==> images/met1.png <==
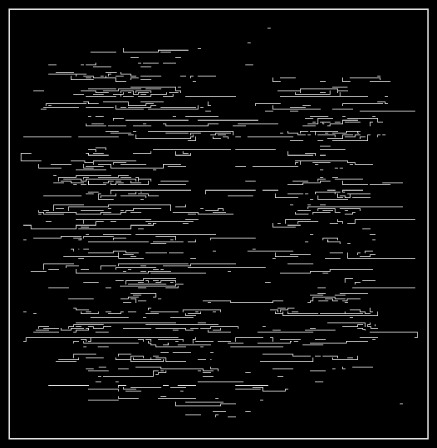
==> images/met2.png <==
Scale bar: 20 µm.
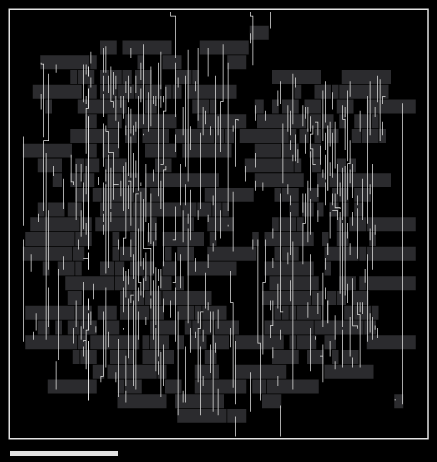
==> images/met3.png <==
Scale bar: 20 µm.
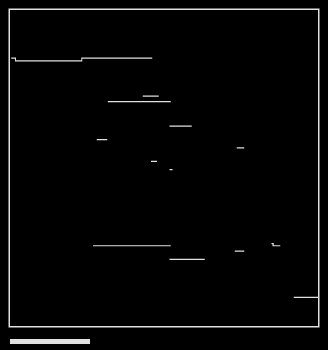
==> images/final_congestion.png <==
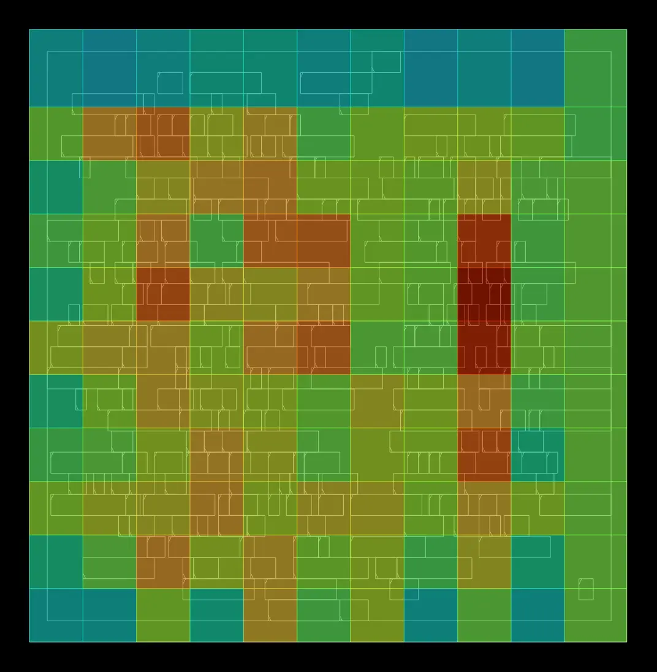
==> images/zoom.png <==
Scale bar: 5 µm. Window x 9 to 29, y 49 to 69 µm. Cells in gray, sequential cells in the stronger gray; small squares are vias.
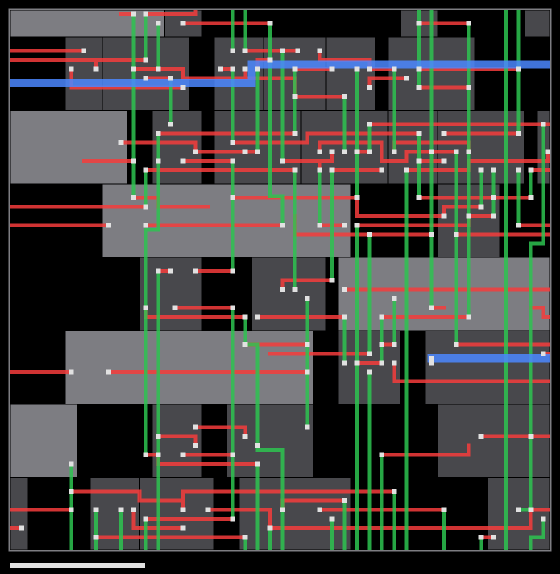
$ cat src/rtl/key_sampler.sv
// Key conditioner: 2-flop sync, debounce, internal sample tick, one sampled bit per tick period.
// Latency: pressed follows key_n after DEBOUNCE_CYCLES+2 edges; sample_valid fires on each tick edge.
// No backpressure: the consumer must take every sample_valid strobe as it occurs.
module key_sampler #(
    parameter int TICK_CYCLES     = 50_000_000,
    parameter int DEBOUNCE_CYCLES = 500_000,
    parameter bit STICKY          = 1'b1
) (
    input  logic clk,
    input  logic rst_n,
    input  logic key_n,
    output logic pressed,
    output logic sample_bit,
    output logic sample_valid,
    output logic tick_led
);

    localparam int TW = (TICK_CYCLES > 1)     ? $clog2(TICK_CYCLES)     : 1;
    localparam int DW = (DEBOUNCE_CYCLES > 1) ? $clog2(DEBOUNCE_CYCLES) : 1;

    localparam logic [TW-1:0] TICK_LAST = TW'(TICK_CYCLES - 1);
    localparam logic [TW-1:0] TICK_HALF = TW'(TICK_CYCLES / 2);
    localparam logic [DW-1:0] DB_LAST   = DW'(DEBOUNCE_CYCLES - 1);

    logic          sync1;
    logic          sync2;
    logic [DW-1:0] db_cnt;
    logic [TW-1:0] tcnt;
    logic [TW-1:0] tcnt_nxt;
    logic          press_seen;
    logic          differ;
    logic          tick;

    // Flops reset to 1 so the chain starts in the released state.
    always_ff @(posedge clk or negedge rst_n) begin
        if (!rst_n) begin
            sync1 <= 1'b1;
            sync2 <= 1'b1;
        end else begin
            sync1 <= key_n;
            sync2 <= sync1;
        end
    end

    // sync2 is active-low, so equality with pressed means the two disagree.
    always_comb begin
        differ   = (sync2 == pressed);
        tick     = (tcnt == TICK_LAST);
        tcnt_nxt = tick ? '0 : tcnt + 1'b1;
    end

    always_ff @(posedge clk or negedge rst_n) begin
        if (!rst_n) begin
            db_cnt  <= '0;
            pressed <= 1'b0;
        end else if (!differ) begin
            db_cnt  <= '0;
        end else if (db_cnt == DB_LAST) begin
            db_cnt  <= '0;
            pressed <= ~pressed;
        end else begin
            db_cnt  <= db_cnt + 1'b1;
        end
    end

    // tick_led is driven from the next count so it stays aligned with tcnt.
    always_ff @(posedge clk or negedge rst_n) begin
        if (!rst_n) begin
            tcnt     <= '0;
            tick_led <= 1'b1;
        end else begin
            tcnt     <= tcnt_nxt;
            tick_led <= (tcnt_nxt < TICK_HALF);
        end
    end

    // A press during the tick cycle lands in the closing period via the direct pressed term.
    always_ff @(posedge clk or negedge rst_n) begin
        if (!rst_n) begin
            press_seen   <= 1'b0;
            sample_bit   <= 1'b0;
            sample_valid <= 1'b0;
        end else begin
            sample_valid <= tick;
            if (tick) begin
                press_seen <= 1'b0;
                sample_bit <= STICKY ? (press_seen | pressed) : pressed;
            end else if (pressed) begin
                press_seen <= 1'b1;
            end
        end
    end

endmodule

$ cat config.mk
export PLATFORM = sky130hd
export DESIGN_NAME = key_sampler
export DESIGN_NICKNAME = d
export VERILOG_FILES = /design/src/rtl/key_sampler.sv
export SDC_FILE = /design/constraint.sdc
export NUM_CORES = 1
export LEC_CHECK = 0
export CAP_MARGIN = 20
export CORE_AREA = 2 2 75 77
export DETAILED_ROUTE_END_ITERATION = 7
export DIE_AREA = 0 0 77 79
export MAX_ROUTING_LAYER = met4
export PLACE_DENSITY = 0.62
export SETUP_SLACK_MARGIN = 0.15
export SLEW_MARGIN = 20
export SYNTH_ARGS = -nofsm -noshare
export SYNTH_HDL_FRONTEND = slang
export SYNTH_SLANG_ARGS = --single-unit
$ cat constraint.sdc
create_clock -name clk -period 2.35 [get_ports clk]
set_input_delay 0.47 -clock clk [delete_from_list [all_inputs] [get_ports clk]]
set_output_delay 0.47 -clock clk [all_outputs]
set_load 0.02 [all_outputs]
==> results_slide.txt <==
Implementation Results

Global route
  – Pin count of the biggest net entering global routing: 36
  – Number of global-route vias before repair: approximately 1700
  – Grt peak-use layer: met2

Synthesis
  – MUX share of area: 0.00786
  – Yosys stat cell total: 245
  – Total number of yosys warnings: 0
  – XOR/XNOR Fraction of Synth Area: 0.150
  – Flip-flops with a built-in enable: 0
  – Largest cells by area: dfrtp_1 48%, xor2_1 8.6%, nor2_1 6.0%
  – Chip area in the Yosys report: roughly 0.0025 mm²
  – Synth Seq Share: 0.513
  – Post-synthesis cell type count: 44
  – Synthesized cell area: about 0.0025 mm²
  – Synth Area in Simple Gates: 0.266
  – Synth Instances: 245
  – Main logic family after synthesis: simple AND/OR/NAND/NOR gates
  – Most frequent cell after synthesis: dfrtp_1
  – Leading register cell type out of synthesis: dfrtp_1
  – Avg Synthesized Cell Area: roughly 10 µm²

Route
  – Post-DR vias/cell: 5.19
  – Wl on met1: 2.18 mm
  – Iter 0 DRT Violations: 57
  – Routed length on met2: 2.25 mm
  – Top sig layer: met4

Critical path
  – Critical register-to-register path endpoint: tick_led$_DFF_PN1_
  – Slowest cell on crit path: or4_4
  – Crit path launch: tcnt[1]$_DFF_PN0_
  – FF-to-FF Start: tcnt[1]$_DFF_PN0_
  – Critical path data arrival time: 2340 ps
  – Cell depth of the worst setup path: 8
  – Crit path max-delay family: simple AND/OR/NAND/NOR gates
  – CP peak stage delay: 580 ps

Timing
  – Final number of hold-violating endpoints: 0
  – Worst-Margin Slew: 784 ps
  – Setup repair after global routing missed its margin: true
  – Fin Clk Skew: 6.76 ps
  – Hold WS: 235 ps
  – Maximum clock frequency: 0.478 GHz

CTS
  – Worst-path clk slew: 100 ps
  – Clock tree buffer depth: 2
  – Clock network latency to the later pin of the worst-skew pair: roughly 310 ps
  – Clock tree from TritonCTS: built
  – CTS Sinks: 52
  – H-tree levels: 2

Floorplan
  – Die area: 0.00608 mm²
  – Placement Rows: 27
  – Vertical die size: slightly below 80 µm
  – Fp util: 0.477

Power
  – VDD IR max: 0.000313 V
  – Overall power: 1560 µW

Finish
  – Top cells excl fill/tap: 47 x dfrtp_1, 41 x nor2_1, 25 x xor2_1, 24 x nand3_1, 15 x xnor2_1
  – Final non-filler cell total: between 300 and 400
  – Area grow syn2layout: 13.1%
  – ANT cells: 0
  – Final-layout fill cell count: 514

Run status
  – Result of the run: completed

Place
  – Cell Count Post-Placement: 327
  – RePlAce Congestion: 0.822
  – Instance area at placement: 0.00273 mm²

Job
  – Tally of OpenROAD warnings: 27
Notes on met1.png above:
The layer holds 47% of the routed length. The longest straight run is 28.1 µm. The layer carries 2180 µm of wire. The wires run mostly horizontal.

Notes on met2.png above:
The longest straight run is 55.4 µm. The layer holds 49% of the routed length.

Notes on met3.png above:
The wires run mostly horizontal. The longest straight run is 19.1 µm. The layer holds 2.2% of the routed length.

Notes on final_congestion.png above:
met2 routing resource usage after global routing: 0.298
Final Core Density: 0.539
met3 Use GR: 0.0420
overall fraction of global-route tracks in use: 0.172

Notes on zoom.png above:
Green shows met2. Blue shows met3. Red shows met1.
Sequential cells in the window: 3. 26 logic cells have their middle in the window. Netlist names of flops here include tcnt (2), tick_led (1). Most frequent: nand3_1 (5).

## final cells by class
type / instances / area (µm²) / area share
sequential: 52 / 1310 / 0.454
multi-input combinational: 185 / 1220 / 0.425
timing repair buffer: 16 / 130 / 0.0452
tap: 72 / 90.1 / 0.0313
clock buffer: 5 / 68.8 / 0.0239
clock inverter: 3 / 42.5 / 0.0148
inverter: 4 / 15.0 / 0.00522
## power breakdown
group / switching [µW] / internal, µW / total [µW]
Clock: 303 / 315 / 618
Sequential: 5.24 / 901 / 907
Combinational: 26.0 / 9.10 / 35.1
Total: 334 / 1230 / 1560
## state kept, by name, indices dropped and copies added (netlist names)
name,cells
sync1,1
db_cnt,19
sample_bit,1
press_seen,1
sample_valid,1
tcnt,26
sync2,1
pressed,1
tick_led,1
Power figures rest on the tool's default switching activity, not on a simulated workload.
